### src/rtl/ram_arbiter.sv
// ram_arbiter
// Arbitrates NUM_PORTS requesters onto one single-ported RAM with a
// registered read (one-cycle latency). Open mode grants round-robin
// starting at rr_ptr; a transfer with req_lock set pins the grant to that
// port until it completes a transfer with req_lock clear.
//
// Ports:
//   clock, reset                  sole clock (rising edge), async active-high reset
//   req_valid/req_write/req_lock  per-port request, direction, keep-grant flag
//   req_address, req_data         packed per port, port p at [p*W +: W]
//   req_ready                     one-hot-or-zero accept strobe (combinational)
//   resp_valid, resp_data         read response one cycle after the transfer
//   ram_address, ram_write,
//   ram_in_data, ram_out_data     RAM connection
//   stall_count                   present only with RAM_ARBITER_STATS_EN defined:
//                                 saturating count of cycles in which some valid
//                                 port did not transfer
//
// Build option: `define RAM_ARBITER_STATS_EN to add stall_count.

module ram_arbiter #(
  parameter int WORD_WIDTH    = 32,
  parameter int ADDRESS_WIDTH = 10,
  parameter int NUM_PORTS     = 4
) (
  input  logic                              clock,
  input  logic                              reset,
  input  logic [NUM_PORTS-1:0]              req_valid,
  input  logic [NUM_PORTS-1:0]              req_write,
  input  logic [NUM_PORTS-1:0]              req_lock,
  input  logic [NUM_PORTS*ADDRESS_WIDTH-1:0] req_address,
  input  logic [NUM_PORTS*WORD_WIDTH-1:0]    req_data,
  output logic [NUM_PORTS-1:0]              req_ready,
  output logic [NUM_PORTS-1:0]              resp_valid,
  output logic [WORD_WIDTH-1:0]             resp_data,
  output logic [ADDRESS_WIDTH-1:0]          ram_address,
  output logic                              ram_write,
  output logic [WORD_WIDTH-1:0]             ram_in_data,
  input  logic [WORD_WIDTH-1:0]             ram_out_data
`ifdef RAM_ARBITER_STATS_EN
  ,
  output logic [31:0]                       stall_count
`endif
);

  localparam int PW = (NUM_PORTS > 1) ? $clog2(NUM_PORTS) : 1;

  typedef enum logic {OPEN = 1'b0, LOCKED = 1'b1} state_t;

  state_t                 state_reg;
  logic [PW-1:0]          rr_ptr_reg;
  logic [PW-1:0]          owner_reg;
  logic [NUM_PORTS-1:0]   resp_valid_reg;

  logic                   grant_hit;
  logic [PW-1:0]          grant_idx;
  logic [PW-1:0]          cand;
  logic [PW-1:0]          next_ptr;

  logic [ADDRESS_WIDTH-1:0] addr_arr [NUM_PORTS];
  logic [WORD_WIDTH-1:0]    data_arr [NUM_PORTS];

  // Unpack the flat request buses and build the one-hot ready vector.
  generate
    for (genvar gi = 0; gi < NUM_PORTS; gi++) begin : g_port
      assign addr_arr[gi]  = req_address[gi*ADDRESS_WIDTH +: ADDRESS_WIDTH];
      assign data_arr[gi]  = req_data[gi*WORD_WIDTH +: WORD_WIDTH];
      assign req_ready[gi] = grant_hit && (grant_idx == PW'(gi));
    end
  endgenerate

  // Grant selection. Reset forces "no grant" so the RAM sees an idle bus.
  always_comb begin
    grant_hit = 1'b0;
    grant_idx = '0;
    cand      = '0;
    if (!reset) begin
      if (state_reg == LOCKED) begin
        // Other ports stall even when the owner is idle.
        grant_hit = req_valid[owner_reg];
        grant_idx = owner_reg;
      end else begin
        for (int i = 0; i < NUM_PORTS; i++) begin
          cand = PW'((32'(rr_ptr_reg) + 32'(i)) % 32'(NUM_PORTS));
          if (!grant_hit && req_valid[cand]) begin
            grant_hit = 1'b1;
            grant_idx = cand;
          end
        end
      end
    end
  end

  assign next_ptr = PW'((32'(grant_idx) + 32'd1) % 32'(NUM_PORTS));

  // RAM drive: the granted request passes straight through; idle bus is all zero.
  always_comb begin
    ram_write   = 1'b0;
    ram_address = '0;
    ram_in_data = '0;
    if (grant_hit) begin
      ram_write   = req_write[grant_idx];
      ram_address = addr_arr[grant_idx];
      ram_in_data = data_arr[grant_idx];
    end
  end

  // The RAM's registered read lines up with resp_valid_reg, so read data is a
  // direct pass-through.
  assign resp_valid = resp_valid_reg;
  assign resp_data  = ram_out_data;

  always_ff @(posedge clock or posedge reset) begin
    if (reset) begin
      state_reg      <= OPEN;
      rr_ptr_reg     <= '0;
      owner_reg      <= '0;
      resp_valid_reg <= '0;
    end else begin
      resp_valid_reg <= (grant_hit && !req_write[grant_idx]) ? req_ready : '0;
      if (grant_hit) begin
        if (state_reg == OPEN) begin
          // Taking a lock leaves rr_ptr where it was.
          if (req_lock[grant_idx]) begin
            state_reg <= LOCKED;
            owner_reg <= grant_idx;
          end else begin
            rr_ptr_reg <= next_ptr;
          end
        end else if (!req_lock[grant_idx]) begin
          state_reg  <= OPEN;
          rr_ptr_reg <= next_ptr;
        end
      end
    end
  end

`ifdef RAM_ARBITER_STATS_EN
  logic [31:0] stall_count_reg;
  logic        stall_any;

  assign stall_any   = |(req_valid & ~req_ready);
  assign stall_count = stall_count_reg;

  always_ff @(posedge clock or posedge reset) begin
    if (reset) begin
      stall_count_reg <= '0;
    end else if (stall_any && (stall_count_reg != 32'hFFFF_FFFF)) begin
      stall_count_reg <= stall_count_reg + 32'd1;
    end
  end
`endif

endmodule

### config.mk
export PLATFORM = sky130hd
export DESIGN_NAME = ram_arbiter
export DESIGN_NICKNAME = d
export VERILOG_FILES = /design/src/rtl/ram_arbiter.sv
export SDC_FILE = /design/constraint.sdc
export NUM_CORES = 1
export LEC_CHECK = 0
export ABC_AREA = 1
export CAP_MARGIN = 20
export CORE_AREA = 5 5 112 114
export CTS_BUF_LIST = sky130_fd_sc_hd__clkbuf_8
export CTS_CLUSTER_SIZE = 10
export DETAILED_ROUTE_END_ITERATION = 10
export DIE_AREA = 0 0 117 119
export PLACE_DENSITY = 0.72
export SYNTH_ARGS = -nofsm -noshare
export SYNTH_HDL_FRONTEND = slang
export SYNTH_SLANG_ARGS = --single-unit
### constraint.sdc
create_clock -name clock -period 6.55 [get_ports clock]
set_clock_uncertainty 0.1 [all_clocks]
set_input_delay 1.31 -clock clock [delete_from_list [all_inputs] [get_ports clock]]
set_output_delay 1.31 -clock clock [all_outputs]
set_load 0.005 [all_outputs]
==> results.py, run 1 <==
# Generated from Yosys and OpenROAD reports
metrics = {
    "worst_setup_path": {
        "critPathRequiredTime_ps": 5140,
        "cp_data_arrival_time_ps": 4330,
    },
    "yosys": {
        "ys_top_logic_family": "simple AND/OR/NAND/NOR gates",
        "synthAdderAreaFrac": 0.0173,
        "synth_area_sq_um": 2890,
        "synthAoiAreaFrac": 0.0178,
        "ys_sh_mux": 0,
        "yosysWarnings": 0,
        "synth_cell_types": 28,
    },
    "route": {
        "drcViolationCount": 0,
    },
    "global_routing": {
        "grt_max_degree": 69,
        "grt-busiest-layer": "met2",
        "antenna_found_initial": 0,
        "grt_pass1_vias": 3691,
        "grt_use_met3": 0.0512,
        "grtUsageTotal": 0.165,
        "met2_usage": 0.298,
    },
    "final_timing": {
        "rsz0062_at_grt": "no",
        "setup_viol": 0,
        "fmax_mhz": 174,
        "max_slew_margin": 0.587,
        "final-hold-violation-count": 0,
    },
    "power_and_ir_drop": {
        "p_int_uw": 757,
        "leakage_nw": 2.52,
        "p_switching_uw": 853,
        "seqPwrFrac": 0.061,
        "p_clk_frac": 0.039,
    },
    "cts": {
        "htreeDepth": 1,
        "hold_buffers": 0,
        "cts_buffers": 3,
        "clkSinkCount": 9,
    },
    "die": {
        "die_x_um": 117,
        "fp_util": 0.255,
        "die_y_um": 119,
        "chipArea_sq_um": 13900,
    },
    "layout": {
        "antenna_cells": 0,
        "area_growth_pct": 74.5,
        "final_layout_size_suffix_gt1_frac": 0.0308,
    },
    "place": {
        "finalWeightedCongestion": 0.847,
        "post-place-ws_ps": 785,
        "io_buffers": 232,
    },
    "run_status": {
        "status": "finished clean",
    },
}
run 1: critical path, cell delays in order:
cell and delay [ps]:
clkdlybuf4s50_1 450, inv_1 380, o21ai_0 260, nor2_4 230, nand2_4 220, inv_2 110
buf_4 430, nand2_1 90, nand3_1 100, nand2_1 50, nor2_1 140, clkdlybuf4s50_1 530
run 1: layout make-up:
type	instances	area, sq um	area share
multi-input combinational	504	2100	0.417
inverter	25	93.8	0.0186
clock inverter	1	3.75	0.000745
tap	143	179	0.0355
sequential	9	225	0.0447
timing repair buffer	237	2400	0.476
clock buffer	3	41.3	0.00819
run 1: stage by stage:
stage                     area (sq um)  hold slack [ps]  instances  utilization
after floorplan                   2890              379        604            -
after global placement            4990              418        918        0.441
after detailed placement          4990              441        918        0.441
after CTS                         5040              452        922        0.445
after global routing              5040              478        922        0.445
final                             5040              449        922        0.445
run 1: logic make-up (layout without fill, tap and decap cells):
| logic type | Yosys count | count (layout) |
|---|---|---|
| AND-OR/OR-AND | 8 | 8 |
| adder cells (fa/ha/maj) | 4 | 4 |
| buffers and inverters | 91 | 266 |
| flip-flops | 9 | 9 |
| AND/OR/NAND/NOR | 492 | 492 |
run 1: metal layers:
layer | vias up | routed length, um
met5 | - | 0
met4 | 0 | 145
met3 | 15 | 1170
met2 | 158 | 6210
met1 | 1664 | 4810
li1 | 2159 | -
run 1: synthesized netlist by cell type (2+ instances only):
cell      number  area [sq um]
a211oi_1       2          15.0
buf_2         10          50.1
buf_4         39           293
buf_6          9           101
clkbuf_1       7          26.3
dfrtp_1        9           225
ha_1           4          50.1
inv_1         19          71.3
inv_2          5          18.8
nand2_1      329          1230
nand3_1       57           285
nand3_2        2          20.0
nand4_1        5          31.3
nor2_1        90           338
nor2_2         2          12.5
nor2_4         2          22.5
o21ai_1        2          10.0
run 1: worst paths after layout:
check	start	end	slack (ps)	cells after the start
min	owner_reg[1]	owner_reg[1]	450	2
min in group asynchronous	reset	rr_ptr_reg[0]	1370	2
min reg2reg	owner_reg[1]	owner_reg[1]	450	2
max in group asynchronous	reset	rr_ptr_reg[1]	4660	2
max	reset	ram_in_data[11]	810	12
max reg2reg	rr_ptr_reg[0]	owner_reg[1]	3600	16
run 1: power groups by stage:
stage | clock [mW] | combinational (mW) | sequential [mW]
detailed placement | 0 | 1.47 | 0.0977
CTS | 0.0636 | 1.48 | 0.0973
finish | 0.0630 | 1.45 | 0.0976
global placement | 0 | 1.47 | 0.0975
global route | 0.0671 | 1.65 | 0.100
floorplan | 0 | 0.970 | 0.0846
run 1: cell usage in the layout, fill, tap and decap left out:
master and instances:
clkbuf_8 3, nand4_1 5, nand2_1 329, a21oi_1 1
buf_12 3, clkdlybuf4s50_1 232, o21a_1 1, inv_2 5
nand3b_1 1, ha_1 4, inv_1 20, nand3_4 1
o21ai_2 1, clkinv_1 1, or2_2 1, nor2_4 3
o21ai_1 2, a211oi_1 2, nand2_2 1, nor2_2 1
nand3_2 2, nor2_1 90, buf_4 2, dfrtp_1 9
nand3_1 57, o21ai_0 1, nand2_4 1
Run 1, routed metal per tile:
Scale: 3 px per um. 23 x 24 tiles, from dark blue (low) to red (high), scaled to the fullest tile. Values are wire area over tile area, all layers added.
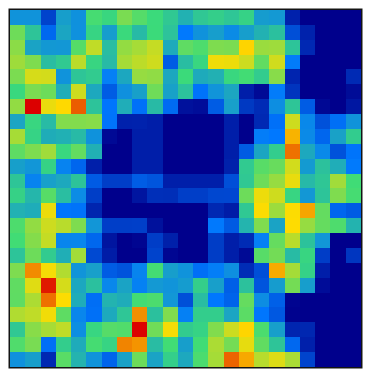
emptiest ninth of the die: center
fullest tile: 0.44
nearly empty tiles: 17%
mean over tiles: 0.15
tiles over half the peak: 28%

Run 1, sequential cells colored by netlist name:
Scale: 4 px per um.
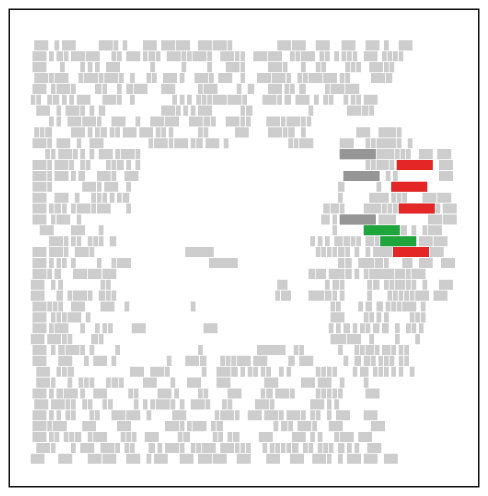
[red] resp_valid | flops: 4 | where: middle right
[green] owner_reg | flops: 2
not colored: 3

Run 1, nets reached from selected ports:
Scale: 4 px per um.
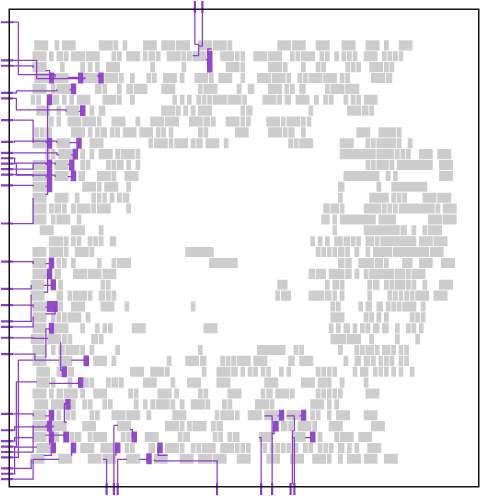
[purple] req_address | bits: 40 | direction: input | edge: 30 left, 8 bottom, 2 top | end cells: 40 | buffers: 40 | wire: 613 um

Run 1, placement view:
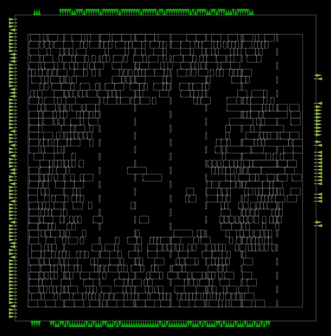

==> run 2: changes to the inputs <==
Settings changed: CORE_AREA 5 5 112 114 to 2 2 115 117, PLACE_DENSITY 0.72 to 0.66.
Run 2, placement view:
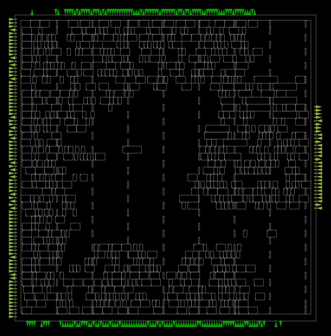
Seq/total area: 0.0440
Tapcells: 176
flop count: 9

Run 2, nets reached from selected ports:
Scale: 4 px per um.
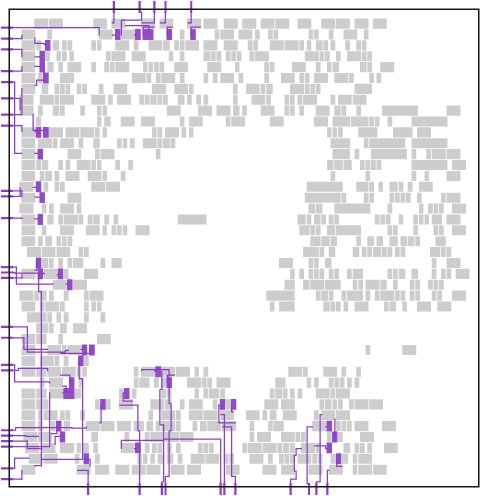
IO Count: 297
PortBufs: 232

Run 2, signal wires by layer:
Scale: 3 px per um. Two of the layers only.
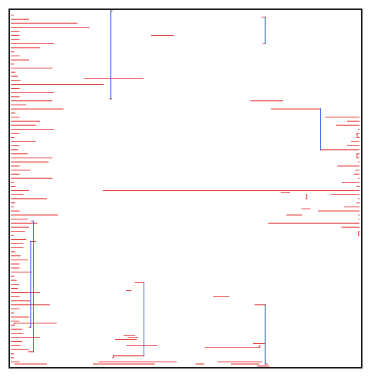
[blue] met4 | wire length: 168 um
[red] met3 | wire length: 954 um

==> results.py, run 2 <==
# Generated from Yosys and OpenROAD reports
metrics = {
    "cts": {
        "cts_root_buffer": "clkbuf_8",
        "clkSinkCount": 9,
        "hold_buffers": 0,
        "cts_buffers": 3,
    },
    "worst_setup_path": {
        "crit_start": "req_valid[3]",
        "critPathRequiredTime_ps": 5140,
        "critical-path-slowest-cell": "clkdlybuf4s50_1",
        "rr_startpoint": "rr_ptr_reg[0]",
        "cp_data_arrival_time_ps": 4340,
        "crit_chain": "clkdlybuf4s50_1 > inv_1 > nand2_1 > nand3_1 > nand2_1 > nor2_2 > nand3_1 > nand3_1 > nand2_1 > nand2_1 > nand3_4 > buf_4 > nand3_1 > nand2_1 > nor2_1 > clkdlybuf4s50_1",
        "slowest_delay_ps": 510,
        "ff2ff_path_depth": 16,
    },
    "yosys": {
        "synthDominantCellAreaShare": 0.428,
        "yosysWarnings": 0,
        "flop_cell": "dfrtp_1",
        "synth_area_sq_um": 2890,
        "yosysMostFrequentCell": "nand2_1",
        "synth.area.top_cells": "nand2_1 43%, nor2_1 12%, buf_4 10%, nand3_1 9.9%, dfrtp_1 7.8%",
        "yosys.area.top_type": "nand2_1",
        "yosys-top-cells-count": "329 x nand2_1, 90 x nor2_1, 57 x nand3_1",
        "synth_cell_types": 28,
    },
    "die": {
        "chipArea_sq_um": 13900,
        "fp_util": 0.224,
        "die_x_um": 117,
        "coreArea_sq_um": 12900,
        "die_y_um": 119,
    },
    "route": {
        "drcViolationCount": 0,
        "num_vias": 4069,
    },
    "final_timing": {
        "final-hold-violation-count": 0,
        "rsz0062_at_grt": "no",
        "setup_viol": 0,
        "max_slew_margin": 0.608,
        "fmax_mhz": 174,
    },
    "place": {
        "finalWeightedCongestion": 0.914,
    },
    "global_routing": {
        "antenna_found_initial": 1,
        "grt_max_degree": 95,
        "grt_pass1_vias": 3737,
        "grtUsageTotal": 0.162,
    },
    "hold_path": {
        "hold_path_depth": 2,
        "min_from": "owner_reg[1]",
    },
    "power_and_ir_drop": {
        "leakage_nw": 2.55,
    },
    "run_status": {
        "status": "finished clean",
    },
    "layout": {
        "mostFrequentLayoutCell": "nand2_1",
        "final_layout_size_suffix_gt1_frac": 0.0394,
        "lay_top_cells": "329 x nand2_1, 232 x clkdlybuf4s50_1, 90 x nor2_1",
    },
}
-- run 2: cell types whose count changed in the layout (fill, tap and decap cells not counted) --
cell     change
buf_4        +8
buf_12       -1
diode_2      +1
-- run 2: worst paths after layout --
| kind | to | slack, ps |
|---|---|---|
| min in group asynchronous | owner_reg[1] | 1360 |
| max in group asynchronous | resp_valid[0] | 4830 |
| min reg2reg | owner_reg[1] | 450 |
| max reg2reg | rr_ptr_reg[0] | 3410 |
| max | ram_in_data[18] | 800 |
| min | owner_reg[1] | 450 |
-- run 2: cell type report --
cell class | instances | area, sq um | area share
clock inverters | 1 | 3.75 | 0.000733
diodes | 1 | 2.50 | 0.000488
clock buffers | 3 | 41.3 | 0.00806
well taps | 176 | 220 | 0.0430
inverters | 25 | 93.8 | 0.0183
repair buffers | 244 | 2440 | 0.476
flip-flops and latches | 9 | 225 | 0.0440
multi-input cells | 504 | 2100 | 0.410
-- run 2: layer usage --
layer | up-vias | share of wire | track usage
met4 | 0 | 0.014 | 0.0235
met5 | - | 0 | 0
li1 | 2171 | - | -
met3 | 14 | 0.081 | 0.0489
met1 | 1714 | 0.41 | 0.195
met2 | 170 | 0.50 | 0.287
-- run 2: metrics by stage --
step	util	worst slack [ps]	area [sq um]	hold WS (ps)	cells
2_1_floorplan	-	2440	2890	379	604
3_3_place_gp	0.394	823	5080	443	958
3_5_place_dp	0.394	808	5080	442	958
4_1_cts	0.398	791	5120	451	962
5_1_grt	0.398	530	5120	482	962
6_report	0.398	801	5120	454	963
-- run 2: cell families after synthesis --
group | Yosys count | synth area share
buf+inv | 91 | 0.197
flops | 9 | 0.0780
compound gates | 8 | 0.0178
simple gates | 492 | 0.690
fa+ha+maj | 4 | 0.0173
-- run 2: report_power, final --
group          internal (mW)  switching, mW  total [mW]
clock network         0.0407         0.0204      0.0611
registers             0.0722         0.0258      0.0980
logic                  0.660          0.814        1.47
-- run 2: critical path, delay by kind of cell --
| kind | cells | cell delay (ps) |
|---|---|---|
| simple gates | 12 | 1500 |
| buf+inv | 4 | 1490 |
No activity file was given, so power comes from the tool's default toggle rates.
